==> config.mk <==
export PLATFORM = sky130hd
export DESIGN_NAME = amber_trap_seq
export DESIGN_NICKNAME = d
export VERILOG_FILES = /design/src/rtl/amber_trap_pkg.sv /design/src/rtl/amber_trap_capture.sv /design/src/rtl/amber_trap_seq.sv
export SDC_FILE = /design/constraint.sdc
export NUM_CORES = 1
export LEC_CHECK = 0
export CAP_MARGIN = 10
export CORE_AREA = 2 2 135 137
export CTS_CLUSTER_DIAMETER = 100
export DETAILED_ROUTE_END_ITERATION = 12
export DIE_AREA = 0 0 137 139
export PLACE_DENSITY = 0.82
export SYNTH_ARGS = -nofsm -noshare
export SYNTH_HDL_FRONTEND = slang
export SYNTH_SLANG_ARGS = --single-unit
==> constraint.sdc <==
create_clock -name iw_clk -period 5.4 [get_ports iw_clk]
set_input_delay 1.08 -clock iw_clk [delete_from_list [all_inputs] [get_ports iw_clk]]
set_output_delay 1.08 -clock iw_clk [all_outputs]
set_load 0.01 [all_outputs]
==> src/rtl/amber_trap_pkg.sv <==
// Shared definitions for the amber trap sequencer: FSM encoding, cause codes,
// default SR file indices and the trap-counter saturation helper.
package amber_trap_pkg;

    typedef enum logic [2:0] {
        ST_IDLE     = 3'd0,
        ST_WR_LR    = 3'd1,
        ST_WR_CAUSE = 3'd2,
        ST_WR_BAD   = 3'd3,
        ST_REDIR    = 3'd4,
        ST_HALT     = 3'd5
    } trap_state_e;

    localparam logic [7:0] CAUSE_CAP_BOUNDS = 8'h01;
    localparam logic [7:0] CAUSE_CAP_PERM   = 8'h02;
    localparam logic [7:0] CAUSE_CAP_TAG    = 8'h03;
    localparam logic [7:0] CAUSE_ILLEGAL    = 8'h04;

    localparam int IDX_LR_DEF      = 0;
    localparam int IDX_CAUSE_DEF   = 1;
    localparam int IDX_BADADDR_DEF = 2;

    localparam logic [15:0] TRAP_CNT_MAX = 16'hFFFF;

    function automatic logic [15:0] sat_inc16(input logic [15:0] val);
        return (val == TRAP_CNT_MAX) ? val : val + 16'd1;
    endfunction

endpackage

==> src/rtl/amber_trap_capture.sv <==
// Trap capture register: latches the faulting cause/pc/badaddr on accept and
// precomputes the fetch redirect target from the vector base.
module amber_trap_capture
    import amber_trap_pkg::*;
#(
    parameter int ADDR_W    = 48,
    parameter int CAUSE_W   = 8,
    parameter int VEC_SHIFT = 0
) (
    input  logic               clk,
    input  logic               rst_n,
    input  logic               load,
    input  logic [CAUSE_W-1:0] trap_cause,
    input  logic [ADDR_W-1:0]  trap_pc,
    input  logic [ADDR_W-1:0]  trap_badaddr,
    input  logic [ADDR_W-1:0]  vec_base,
    output logic [CAUSE_W-1:0] cap_cause,
    output logic [ADDR_W-1:0]  cap_pc,
    output logic [ADDR_W-1:0]  cap_badaddr,
    output logic [ADDR_W-1:0]  cap_target
);

    logic [ADDR_W-1:0] vec_offset;
    logic [ADDR_W-1:0] target;

    // A zero stride collapses every cause onto the single vector at base.
    generate
        if (VEC_SHIFT == 0) begin : g_single_vec
            assign vec_offset = '0;
        end else begin : g_strided_vec
            assign vec_offset = ADDR_W'(trap_cause) << VEC_SHIFT;
        end
    endgenerate

    // Plain ADDR_W-bit add: the carry out is dropped so the target wraps.
    assign target = vec_base + vec_offset;

    always_ff @(posedge clk or negedge rst_n) begin
        if (!rst_n) begin
            cap_cause   <= '0;
            cap_pc      <= '0;
            cap_badaddr <= '0;
            cap_target  <= '0;
        end else if (load) begin
            cap_cause   <= trap_cause;
            cap_pc      <= trap_pc;
            cap_badaddr <= trap_badaddr;
            cap_target  <= target;
        end
    end

endmodule

==> src/rtl/amber_trap_seq.sv <==
// Trap sequencer: accepts one precise EX trap, flushes, writes LR/CAUSE/BADADDR
// into the SR file under grant control, then redirects fetch to the vector.
module amber_trap_seq
    import amber_trap_pkg::*;
#(
    parameter int ADDR_W      = 48,
    parameter int CAUSE_W     = 8,
    parameter int SR_IDX_W    = 4,
    parameter int IDX_LR      = IDX_LR_DEF,
    parameter int IDX_CAUSE   = IDX_CAUSE_DEF,
    parameter int IDX_BADADDR = IDX_BADADDR_DEF,
    parameter int VEC_SHIFT   = 0
) (
    input  logic                iw_clk,
    input  logic                iw_rst_n,
    input  logic                iw_trap_valid,
    output logic                ow_trap_ready,
    input  logic [CAUSE_W-1:0]  iw_trap_cause,
    input  logic [ADDR_W-1:0]   iw_trap_pc,
    input  logic [ADDR_W-1:0]   iw_trap_badaddr,
    input  logic [ADDR_W-1:0]   iw_vec_base,
    output logic                ow_flush,
    output logic                ow_sr_we,
    output logic [SR_IDX_W-1:0] ow_sr_idx,
    output logic [ADDR_W-1:0]   ow_sr_wdata,
    input  logic                iw_sr_gnt,
    output logic                ow_redir_valid,
    output logic [ADDR_W-1:0]   ow_redir_pc,
    output logic                ow_halt,
    output logic                ow_busy,
    output logic [15:0]         ow_trap_cnt
);

    trap_state_e        state_q, state_d;
    logic               accept;
    logic               flush_q;
    logic [15:0]        trap_cnt_q;
    logic [CAUSE_W-1:0] cap_cause;
    logic [ADDR_W-1:0]  cap_pc;
    logic [ADDR_W-1:0]  cap_badaddr;
    logic [ADDR_W-1:0]  cap_target;

    amber_trap_capture #(
        .ADDR_W    (ADDR_W),
        .CAUSE_W   (CAUSE_W),
        .VEC_SHIFT (VEC_SHIFT)
    ) u_capture (
        .clk          (iw_clk),
        .rst_n        (iw_rst_n),
        .load         (accept),
        .trap_cause   (iw_trap_cause),
        .trap_pc      (iw_trap_pc),
        .trap_badaddr (iw_trap_badaddr),
        .vec_base     (iw_vec_base),
        .cap_cause    (cap_cause),
        .cap_pc       (cap_pc),
        .cap_badaddr  (cap_badaddr),
        .cap_target   (cap_target)
    );

    always_ff @(posedge iw_clk or negedge iw_rst_n) begin
        if (!iw_rst_n) begin
            state_q    <= ST_IDLE;
            flush_q    <= 1'b0;
            trap_cnt_q <= '0;
        end else begin
            state_q <= state_d;
            flush_q <= accept;
            if (accept) begin
                trap_cnt_q <= sat_inc16(trap_cnt_q);
            end
        end
    end

    always_comb begin
        state_d        = state_q;
        accept         = 1'b0;
        ow_sr_we       = 1'b0;
        ow_sr_idx      = '0;
        ow_sr_wdata    = '0;
        ow_redir_valid = 1'b0;
        ow_redir_pc    = '0;
        case (state_q)
            ST_IDLE: begin
                if (iw_trap_valid) begin
                    accept  = 1'b1;
                    state_d = ST_WR_LR;
                end
            end
            ST_WR_LR, ST_WR_CAUSE, ST_WR_BAD: begin
                // A new trap here means the flush did not kill the trapping path:
                // stop writing at once and park in HALT.
                if (iw_trap_valid) begin
                    state_d = ST_HALT;
                end else begin
                    ow_sr_we = 1'b1;
                    case (state_q)
                        ST_WR_LR: begin
                            ow_sr_idx   = SR_IDX_W'(IDX_LR);
                            ow_sr_wdata = cap_pc;
                            if (iw_sr_gnt) state_d = ST_WR_CAUSE;
                        end
                        ST_WR_CAUSE: begin
                            ow_sr_idx   = SR_IDX_W'(IDX_CAUSE);
                            ow_sr_wdata = ADDR_W'(cap_cause);
                            if (iw_sr_gnt) state_d = ST_WR_BAD;
                        end
                        default: begin
                            ow_sr_idx   = SR_IDX_W'(IDX_BADADDR);
                            ow_sr_wdata = cap_badaddr;
                            if (iw_sr_gnt) state_d = ST_REDIR;
                        end
                    endcase
                end
            end
            ST_REDIR: begin
                // Any trap_valid seen here belongs to the pre-redirect stream.
                ow_redir_valid = 1'b1;
                ow_redir_pc    = cap_target;
                state_d        = ST_IDLE;
            end
            ST_HALT: begin
                state_d = ST_HALT;
            end
            default: begin
                state_d = ST_IDLE;
            end
        endcase
    end

    assign ow_trap_ready = (state_q == ST_IDLE);
    assign ow_busy       = (state_q != ST_IDLE);
    assign ow_halt       = (state_q == ST_HALT);
    assign ow_flush      = flush_q;
    assign ow_trap_cnt   = trap_cnt_q;

endmodule
Figure 1. Congestion heat map (run 1).
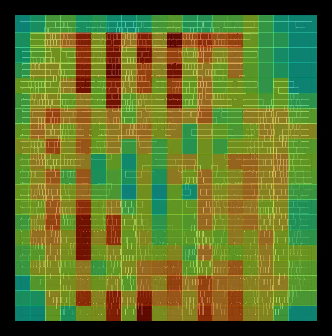
end-of-flow core utilization: 63.65%
GRT met2 Usage: 37.50%

Figure 2. Register map, names as in the netlist (run 1).
Bar = 50 µm. Other sequential cells in the stronger grey, the rest of the logic in the fainter grey.
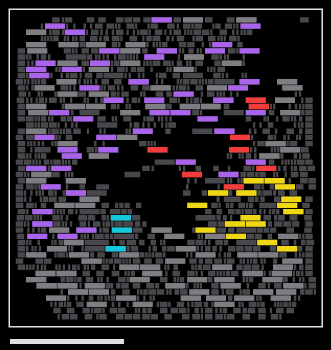
Key: cyan = state_q [flops 3]; red = u_capture.cap_cause [flops 8, where right middle]; purple = u_capture.cap_pc [flops 48]; yellow = ow_trap_cnt [flops 16]

Figure 3. Metal 3 (run 1).
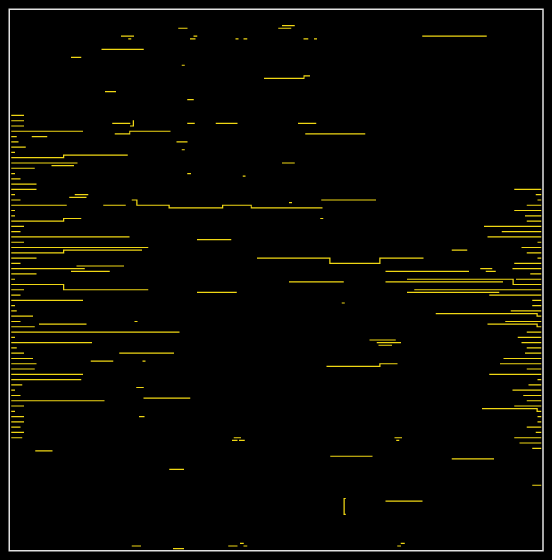
The wires run mostly horizontal. The layer carries 1410 µm of wire. The layer holds 6.5% of the routed length.

Figure 4. M2 wires (run 1).
Bar = 50 µm.
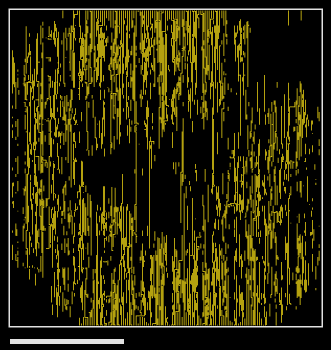
The layer carries 10700 µm of wire. The layer holds 50% of the routed length. 1039 nets have wire on it.

==> results_slide.txt, run 1 <==
Run Summary

Run status
  – Outcome: finished clean

Final timing
  – Accumulated negative setup slack: 0 ps
  – Time the final worst path needs with I/O delays and setup: between 4000 and 5000 ps
  – Fin Hold WS: 465.9 ps
  – Relative slew margins: 35.63%
  – Final worst slack: 1247 ps
  – Total count of hold-check failures in the final report: 0
  – Clock skew: approximately 7.7 ps
  – RSZ-0062 raised after global routing: no
  – Final Max Slew Viols: 0
  – Highest achievable clock rate: roughly 240 MHz

Routing
  – Initial detailed-routing violation count: just under 500
  – Total via count after detailed routing: 6915
  – Post-detailed-route wirelength per cell: 15.26 µm
  – Count of TritonRoute iterations in the first routing pass: 5
  – Met3 WL post-DR: 1406 µm
  – Uppermost layer routed: met5

Placed design
  – Post-placement worst setup slack: roughly 1300 ps
  – Placement Cell Area: 10640 µm²
  – HPWL after detailed placement: approximately 15000 µm
  – Global placement routability congestion: 0.8341

Worst setup path
  – Top fanout value on the critical path: 35
  – Launch point of the worst reg-to-reg path: state_q[0]
  – CP max stage cell: nor2_4
  – Critical Path Source Type: flop
  – Worst path top cell family by delay: simple AND/OR/NAND/NOR gates
  – Endpoint of the lowest-slack register-to-register path: ow_trap_cnt[7]
  – Worst EP arrival: 3070 ps
  – Start-to-end type of the worst setup path: flop to output port
  – Capturing element type of the critical path: output port
  – Req. time, crit path: 4320 ps
  – Worst setup slack for register-to-register paths: 2910 ps

Cells and area
  – Non-Filler Instances: roughly 1.4k
  – Synth-to-Final Area Change: 45.26%
  – Commonest cells after routing, fill and taps aside: nand2_1, clkdlybuf4s50_1, dfrtp_1
  – Share of cells above drive strength 1: 5.330%
  – Summed area of non-filler cells in the final layout: 11240 µm²
  – # diodes: 0
  – Most frequently placed logic cell in the final layout: nand2_1

Floorplan
  – Die boundary height: 139 µm
  – Ports: 278
  – Total Die Area: 19040 µm²
  – Effective utilization at floorplan: a little over two fifths

GRT
  – Number of antenna violations at the first check in global routing: 2
  – First-pass GRT wire length: roughly 34000 µm
  – Overall global routing resource usage: 23.04%

Clocking
  – Clock root buffer master: clkbuf_16
  – Clock-pin slew on the worst setup and hold paths: 70 ps
  – Clock Latency Late Sink: 430 ps
  – CTS tree: built

Yosys
  – Top-area cell share: approximately 56%
  – Netlist area before placement: 7737 µm²
  – Cells in synth_stat.txt: 922
  – Share of the yosys chip area belonging to registers: 55.63%
  – Count of cell types in the netlist: 39
  – #FFs+latches synth: about 170
  – Post-Syn Instances: 922
  – Fraction of synthesis flops using an asynchronous set or reset pin: 100.0%

Hold path
  – Hold_sp: u_capture.cap_target[5]
  – Min-Delay Path Class: flop to flop

Power and ir drop
  – Power density of the placed cells: 493.3 nW/µm²
  – Clock group share of total power: 21.7%
  – Static leakage power: 5.393 nW
  – Switching part of the total power: ~38%
  – Total design power: between 0.005 and 0.006 W
  – Fraction of power consumed by sequential logic: 39.4%
  – Clock network power: between 0.001 and 0.0015 W
  – IR Drop Worst-Case VDD: ~250 µV
  – Internal: 0.003461 W

Job
  – Max capacitance violation total: 0
-- run 1: state kept, by name, indices dropped and copies added, names as in the netlist --
| register | cells |
|---|---|
| state_q | 3 |
| u_capture.cap_badaddr | 48 |
| u_capture.cap_pc | 48 |
| u_capture.cap_cause | 8 |
| ow_flush | 1 |
| u_capture.cap_target | 48 |
| ow_trap_cnt | 16 |
-- run 1: routing by layer --
metal  track usage, %  vias to the layer above
met2            37.50                      234
met5                0                        -
met3            5.738                       54
met1            29.18                     3227
met4            9.604                        4
li1                 -                     3396
-- run 1: final cells by class --
cell class | instances | area [µm²]
fill | 1458 | 6417
timing repair buffer | 287 | 2869
tap | 229 | 286.5
sequential | 172 | 4304
clock buffer | 17 | 425.4
multi-input combinational | 686 | 3183
inverter | 5 | 21.27
clock inverter | 15 | 150.1
-- run 1: logic make-up (layout without fill, tap and decap cells) --
family | after synthesis | count (layout) | share of synthesized area, %
fa+ha+maj | 1 | 1 | 0.1617
compound gates | 65 | 65 | 5.902
mux | 4 | 4 | 0.5660
buf+inv | 65 | 324 | 3.703
other cells | 1 | 2 | 0.04847
simple gates | 601 | 601 | 32.52
xor+xnor | 13 | 13 | 1.472
flops | 172 | 172 | 55.63
-- run 1: worst reg2reg max path, delay by kind of cell (launching register included) --
kind,cells,cell delay [ps]
xor gates and xnor gates,1,200
DFF,1,530
buffers and inverters,1,530
and+or+nand+nor,3,1150
-- run 1: worst max-delay path by stage --
stage	start	endpoint	slack, ps	cells past startpoint
CTS	state_q[1]	ow_sr_wdata[7]	1220	6
detailed placement	iw_trap_valid	ow_sr_wdata[7]	1270	5
floorplan	iw_trap_valid	ow_sr_wdata[38]	2380	5
finish	state_q[1]	ow_sr_wdata[7]	1250	6
global placement	iw_trap_valid	ow_sr_wdata[7]	1380	5
global route	state_q[1]	ow_sr_wdata[47]	1050	6
--- run 2 (diff from run 1) ---
==> constraint.sdc (replaced) <==
create_clock -name iw_clk -period 4.2 [get_ports iw_clk]
set_input_delay 0.84 -clock iw_clk [delete_from_list [all_inputs] [get_ports iw_clk]]
set_output_delay 0.84 -clock iw_clk [all_outputs]
set_load 0.01 [all_outputs]
==> run 2 against run 1 <==
Flip-flop count unchanged. Sequential share of layout area about the same. Combinational power increased by 29%. Global-route usage grew 0.16 points. Register-to-register slack worse by 1000 ps. Clock power rose by 28%. Setup slack got worse by 810 ps. Utilization is essentially flat. Final area hardly changed. Count of clock-buffer cells in the layout is 4 higher.
==> results_slide.txt, run 2 <==
Run Summary

Run status
  – Outcome: finished clean (unchanged)

Hold path
  – Min-Delay Path Class: flop to flop (unchanged)
  – Hold_sp: u_capture.cap_target[25] (was u_capture.cap_target[5])

Cells and area
  – # diodes: 0 (unchanged)
  – Non-Filler Instances: 1410 (was 1411)
  – Summed area of non-filler cells in the final layout: 11230 µm² (was 11240 µm²)
  – Commonest cells after routing, fill and taps aside: nand2_1, clkdlybuf4s50_1, dfrtp_1 (unchanged)
  – End-of-flow core utilization: 63.61% (was 63.65%)

Final timing
  – Accumulated negative setup slack: 0 ps (unchanged)
  – Fin Hold WS: 465.3 ps (was 465.9 ps)
  – Highest achievable clock rate: 265.5 MHz
  – Final Max Slew Viols: 0 (unchanged)
  – Clock skew: 7.406 ps (was 7.655 ps)
  – Final worst slack: 433.0 ps (was 1247 ps)
  – RSZ-0062 raised after global routing: no (unchanged)
  – Relative slew margins: 31.33% (was 35.63%)
  – Time the final worst path needs with I/O delays and setup: around 3800 ps

Yosys
  – Cells in synth_stat.txt: 922 (unchanged)
  – Top-area cell share: 55.63% (unchanged)
  – Count of cell types in the netlist: 39 (unchanged)
  – #FFs+latches synth: 172 (unchanged)
  – Share of the yosys chip area belonging to registers: 55.63% (unchanged)
  – Netlist area before placement: 7737 µm² (unchanged)
  – Post-Syn Instances: 922 (unchanged)

Placed design
  – Placement Cell Area: 10660 µm² (was 10640 µm²)
  – Global placement routability congestion: 0.8045 (was 0.8341)
  – Post-placement worst setup slack: 466.6 ps (was 1271 ps)

Clocking
  – Clock Latency Late Sink: 420 ps (was 430 ps)
  – Clock-pin slew on the worst setup and hold paths: 60 ps (was 70 ps)
  – Clock root buffer master: clkbuf_16 (unchanged)
  – CTS tree: built (unchanged)

Floorplan
  – Effective utilization at floorplan: 43.82% (unchanged)
  – Total Die Area: 19040 µm² (unchanged)
  – Die boundary height: 139 µm (unchanged)

Power and ir drop
  – Power density of the placed cells: 633.3 nW/µm² (was 493.3 nW/µm²)
  – Switching part of the total power: 36.79% (was 37.57%)
  – Clock network power: 0.00153 W (was 0.00120 W)
  – IR Drop Worst-Case VDD: 402.4 µV (was 247.4 µV)
  – Fraction of power consumed by sequential logic: 39.5% (was 39.4%)
  – Clock group share of total power: 21.4% (was 21.7%)

GRT
  – Overall global routing resource usage: 23.20% (was 23.04%)
  – First-pass GRT wire length: 34610 µm (was 34390 µm)

Worst setup path
  – Req. time, crit path: 3360 ps (was 4320 ps)
  – Endpoint of the lowest-slack register-to-register path: u_capture.cap_target[11] (was ow_trap_cnt[7])
  – Worst EP arrival: 2930 ps (was 3070 ps)
  – Critical Path Source Type: input port (was flop)
  – Start-to-end type of the worst setup path: input port to output port (was flop to output port)
  – Capturing element type of the critical path: output port (unchanged)

Job
  – Max capacitance violation total: 0 (unchanged)

Routing
  – Post-detailed-route wirelength per cell: 15.34 µm (was 15.26 µm)
## run 2: cell counts after synthesis
No cell type changed its count.
## run 2: logic make-up (layout without fill, tap and decap cells)
logic type	count (synthesis)	count (layout)	synth area share, %
muxes	4	4	0.5660
DFF	172	172	55.63
adders and majority gates	1	1	0.1617
AOI/OAI and AO/OA	65	65	5.902
other	1	2	0.04847
and+or+nand+nor	601	601	32.52
xor gates and xnor gates	13	13	1.472
buffers and inverters	65	323	3.703
## run 2: worst max-delay path by stage
stage                        from  slack, ps              end  depth (start not counted)
global route        iw_trap_valid        250  ow_sr_wdata[39]                          6
global placement    iw_trap_valid        560  ow_sr_wdata[38]                          6
detailed placement  iw_trap_valid        470  ow_sr_wdata[32]                          6
floorplan           iw_trap_valid       1660  ow_sr_wdata[38]                          5
CTS                 iw_trap_valid        420  ow_sr_wdata[32]                          6
finish              iw_trap_valid        430  ow_sr_wdata[32]                          6
## run 2: metal layers
layer,vias up,track usage (%),wire [µm]
li1,3385,-,-
met1,3275,28.20,8806
met2,220,39.07,10850
met3,37,6.104,1378
met4,0,9.116,594
met5,-,0,0
## run 2: area by class of cell
type	instances	area, µm²	area share (%)
clock buffer	21	450.4	4.011
clock inverter	10	116.4	1.036
inverter	5	21.27	0.1894
multi-input combinational	686	3183	28.34
sequential	172	4304	38.32
tap	229	286.5	2.551
timing repair buffer	287	2869	25.55
## run 2: worst max-delay path, delay by kind of cell
| kind | cells | cell delay, ps |
|---|---|---|
| AND/OR/NAND/NOR | 2 | 390 |
| buffers and inverters | 3 | 1370 |
| AND-OR/OR-AND | 1 | 330 |
Figure 5. M2 wires (run 2).
Bar = 50 µm.
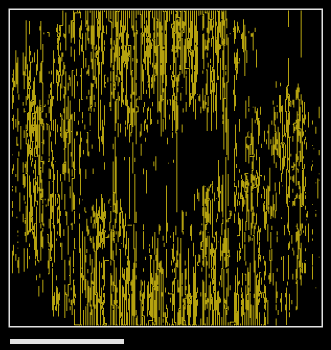
1047 nets have wire on it. The longest straight run is 54.1 µm. The wires run mostly vertical. The layer carries 10900 µm of wire. The layer holds 50% of the routed length.

Power and IR drop assume default switching activity.
